Design sum_operand_recover_flat, sky130hd; sources not shown.
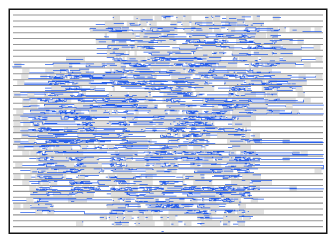
Fig. 1. The metal 1 layer (run 1).
Supply wires on this layer in grey.
main direction	horizontal
share of all routed wire	51%
longest straight run	42.8 um
wire length on this layer	7010 um
routed vias: 4283
final WL: 13800 um
global-route met1 utilization: 0.273

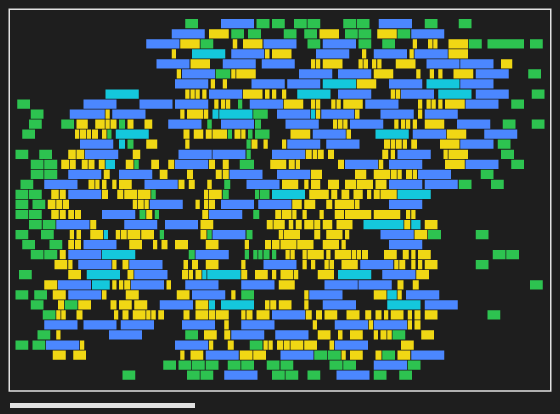
Fig. 2. Placement by cell class (run 1).
Scale bar: 50 um.
class	colour	cells	share of their area
other buffers and delay cells	green	134	16%
flip-flops	blue	127	43%
clock drivers and dummy loads	cyan	28	7.0%
all other logic	yellow	379	34%
sequential share of cell area: 0.417
Final Util: 0.543
Finished Cell Area: 7630 um^2
Core ar.: 14100 um^2

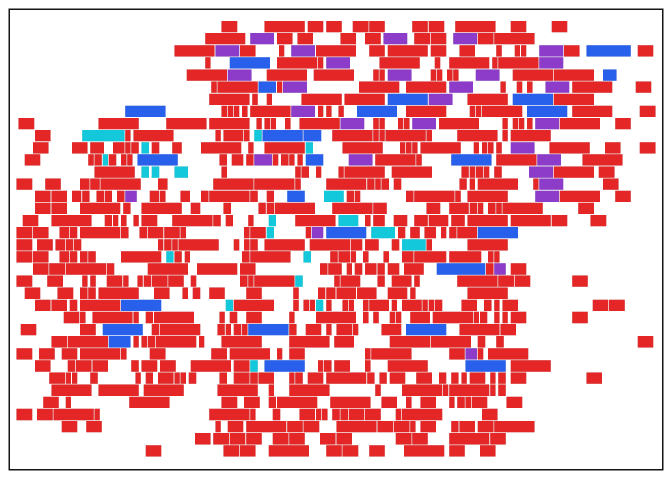
Fig. 3. Sizing map (run 1).
size	colour	cells
drive 1 or less	red	593
drive 3 to 4	purple	30
drive 2	cyan	20
drive 6 and up	blue	25
area grow syn2layout: 30.9%
Final Worst Setup Slack: 3.09 ns

==> GITHUB_STEP_SUMMARY, run 1 <==
### Yosys + OpenROAD results

| Metric | Value |
|---|---|
| DRT antenna net count | 0 |
| Num CTS Buffers | 17 |
| Die Ht | 103 um |
| Syn Area/Cell | 10.8 um^2 |
| Status | finished clean |
| Post-synth ARST share | 1.00 |
| Setup TNS | 0 ns |
| Clk buf depth | 2 |
| Hold depth | 2 |
| Clock Tree Root | clkbuf_16 |
| Final Max-Slew Violation Tally | 0 |
| Post-synthesis instance total | 538 |
| First-pass GRT wire length | 22600 um |
| Clock sinks | 127 |
| Tot Pwr | 4.00 mW |
| Most frequent cells after synthesis | 126 x dfrtp_1, 118 x nand2_1, 73 x o21ai_1 |
| H-tree levels | 4 |
| Worst Path Required | 4.68 ns |
| CTS tree | yes |
| Drt first-iter violations | 204 |
| Placed insts | 830 |
| Largest net degree at the start of global routing | 101 |
| Reg2Reg Depth | 7 |
| DR vias/cell | 4.99 |
| Clock transition at path regs | 0.05 ns |
| Routed length per instance | 16.1 um |
| Final GP Congestion | 0.835 |
| GR Util All Layers | 0.199 |
| Port Buffers | 101 |
| RSZ-0062 raised after global routing | false |
| Clock Latency Late Sink | 0.42 ns |
-- run 1: placed cells by master (no fill, tap or decap), types with 2 or more instances in the layout --
cell,n
buf_6,4
nand3_1,15
clkdlybuf4s50_1,101
a21oi_1,4
clkinvlp_4,3
clkbuf_1,17
clkbuf_16,17
nor2_1,12
o31ai_2,2
fa_1,2
buf_2,10
o31ai_1,2
inv_1,20
o21ai_1,73
o211ai_1,2
clkinv_2,3
nor3_1,3
nand2b_1,11
dfrtp_1,126
mux2i_1,54
mux2_4,25
ha_1,15
xnor2_1,5
buf_1,3
nand2_1,118
-- run 1: where the power goes --
group          leakage [nW]  switching (mW)  internal [mW]
Combinational          1.96           0.782          0.694
Clock                 0.247           0.391          0.618
Sequential             1.69           0.232           1.28
-- run 1: logic make-up (layout without fill, tap and decap cells) --
group | after synthesis | count (layout) | share of synthesized area
XOR/XNOR | 6 | 6 | 0.00901
buffers and inverters | 54 | 184 | 0.0427
AND-OR/OR-AND | 90 | 90 | 0.0861
adder cells (fa/ha/maj) | 17 | 17 | 0.0391
multiplexers | 79 | 79 | 0.157
AND/OR/NAND/NOR | 165 | 165 | 0.121
flip-flops | 127 | 127 | 0.545
-- run 1: final cells by class --
cell class | instances | area, um^2
flip-flops and latches | 127 | 3180
clock buffers | 21 | 450
repair buffers | 102 | 1040
plain buffers | 32 | 166
clock inverters | 7 | 67.6
fillers | 1246 | 6420
multi-input cells | 357 | 2400
inverters | 22 | 87.6
well taps | 190 | 238
-- run 1: routing by layer --
layer	routed length [um]	vias to the layer above
li1	-	2064
met1	7010	2105
met2	5940	102
met3	690	12
met4	139	0
met5	0	-
Fig. 4: run 1, clock nets
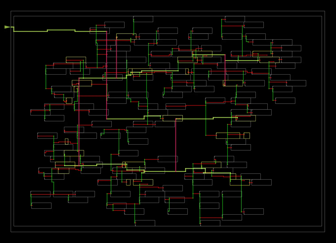

--- run 2 (diff from run 1) ---
==> constraint.sdc (replaced) <==
create_clock -name clk_i -period 2.4 [get_ports clk_i]
set_input_delay 0.36 -clock clk_i [delete_from_list [all_inputs] [get_ports clk_i]]
set_output_delay 0.36 -clock clk_i [all_outputs]
set_load 0.02 [all_outputs]
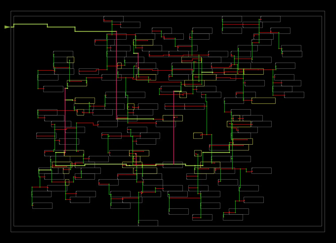
Fig. 5. Clock nets (run 2).
clock sinks: 127
Flops: 127
# clk buffers: 17

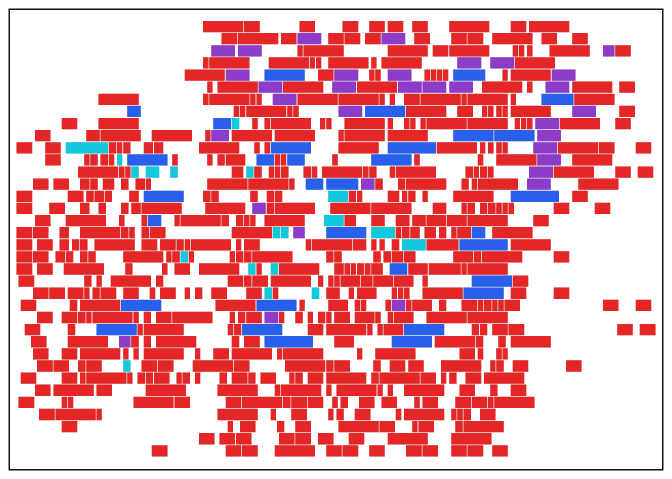
Fig. 6. Sizing map (run 2).
size	colour	cells
drive 1 or less	red	590
drive 2	cyan	19
drive 6 and up	blue	32
drive 3 to 4	purple	33
Buffers excl. clock: 136
Finished Cell Area: 7780 um^2

==> GITHUB_STEP_SUMMARY, run 2 <==
### Yosys + OpenROAD results

| Metric | Value |
|---|---|
| Status | finished clean (unchanged) |
| First-pass GRT wire length | 22400 um (was 22600 um) |
| Final GP Congestion | 0.816 (was 0.835) |
| Area leader, netlist | dfrtp_1 (unchanged) |
| DRT antenna net count | 0 (unchanged) |
| Flop pwr share | 0.360 (was 0.379) |
| Worst setup EP type | flop (was output port) |
| Hold Path Class | input pin to async pin (was flop to flop) |
| Final Max-Slew Violation Tally | 0 (unchanged) |
| Post-synthesis instance total | 538 (unchanged) |
| Num CTS Buffers | 17 (unchanged) |
| Final Util | 0.553 (was 0.543) |
| Port Buffers | 101 (unchanged) |
| DR vias/cell | 4.98 (was 4.99) |
| Tot Pwr | 9.64 mW (was 4.00 mW) |
| Largest net degree at the start of global routing | 42 (was 101) |
| Die Ht | 103 um (unchanged) |
| Die Size | 15100 um^2 (unchanged) |
| Commonest Layout Cell | dfrtp_1 (unchanged) |
| Most frequent cells after synthesis | 126 x dfrtp_1, 118 x nand2_1, 73 x o21ai_1 (unchanged) |
| Final Worst Setup Slack | 0.151 ns (was 3.09 ns) |
| Reg-to-reg slack, setup | 0.15 ns (was 3.23 ns) |
| Max Freq | 0.445 GHz |
| Syn Area/Cell | 10.8 um^2 (unchanged) |
| Worst Path Required | 2.69 ns (was 4.68 ns) |
| Routed vias | 4300 (was 4283) |
| Core ar. | 14100 um^2 (unchanged) |
| Clock transition at path regs | 0.06 ns (was 0.05 ns) |
| Comb power frac | 0.352 (was 0.369) |
| PwrDens | 1240 nW/um^2 (was 525 nW/um^2) |
| Final Hold Vio Count | 0 (unchanged) |
| Routed length per instance | 16.0 um (was 16.1 um) |
| Clk buf depth | 2 (unchanged) |
| Post-synth ARST share | 1.00 (unchanged) |
| Area grow syn2layout | 33.4% (was 30.9%) |
| Placed insts | 832 (was 830) |
| RSZ-0062 raised after global routing | false (unchanged) |
| Psw | 3.35 mW (was 1.41 mW) |
| GR Util All Layers | 0.196 (was 0.199) |
| Most frequent cells in the layout | 126 x dfrtp_1, 118 x nand2_1, 101 x clkdlybuf4s50_1 (unchanged) |
| H-tree levels | 4 (unchanged) |
| Crit path max-delay family | adder cells (was buffers and inverters) |
| Cell Int Power | 6.29 mW (was 2.60 mW) |
| Clock Tree Root | clkbuf_16 (unchanged) |
| Final WL | 13900 um (was 13800 um) |
| CTS tree | yes (unchanged) |
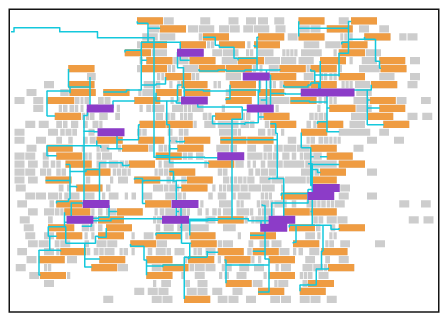
Fig. 7. Clock distribution (run 2).
[clock wires] cyan | length: 1650 um
[flip-flops] orange | count: 127
[cells driving clock nets] purple | count: 17
flops lie	spread over the die
Clk pwr share: 0.288
P_clk: 2.78 mW
clk_skew: 0.00704 ns
Clock Latency Late Sink: 0.41 ns

## run 2: netlist changes by cell type in the layout (fill, tap and decap cells not counted), moves of 2 or more
| cell | change |
|---|---|
| inv_6 | +2 |
| bufinv_16 | +3 |
| buf_12 | +3 |
| clkbuf_1 | -3 |
| clkinv_4 | +4 |
## run 2: cell type report
| class | count | area (um^2) |
|---|---|---|
| fillers | 1176 | 6280 |
| flip-flops and latches | 127 | 3180 |
| multi-input cells | 357 | 2400 |
| repair buffers | 104 | 1070 |
| clock buffers | 17 | 425 |
| well taps | 190 | 238 |
| clock inverters | 15 | 210 |
| plain buffers | 32 | 166 |
| inverters | 22 | 86.3 |
## run 2: power groups by stage
| stage | clock [mW] | sequential (mW) | combinational, mW |
|---|---|---|---|
| 3_5_place_dp | 0 | 3.51 | 3.40 |
| 2_1_floorplan | 0 | 3.61 | 2.05 |
| 3_3_place_gp | 0 | 3.47 | 3.30 |
| 6_report | 2.78 | 3.47 | 3.39 |
| 4_1_cts | 2.81 | 3.48 | 3.42 |
| 5_1_grt | 2.90 | 3.58 | 3.76 |
## run 2: metal layers
| layer | part of all wire | vias up | track usage | wire, um |
|---|---|---|---|---|
| li1 | - | 2065 | - | - |
| met1 | 0.49 | 2114 | 0.273 | 6860 |
| met2 | 0.44 | 109 | 0.301 | 6140 |
| met3 | 0.053 | 12 | 0.0509 | 741 |
| met4 | 0.0084 | 0 | 0.0601 | 116 |
| met5 | 0 | - | 0 | 0 |
## run 2: kinds of logic after synthesis
group / count (synthesis) / share of synthesized area
flops: 127 / 0.545
mux: 79 / 0.157
fa+ha+maj: 17 / 0.0391
buf+inv: 54 / 0.0427
simple gates: 165 / 0.121
compound gates: 90 / 0.0861
xor+xnor: 6 / 0.00901
Power is estimated from default activity; no workload was simulated.
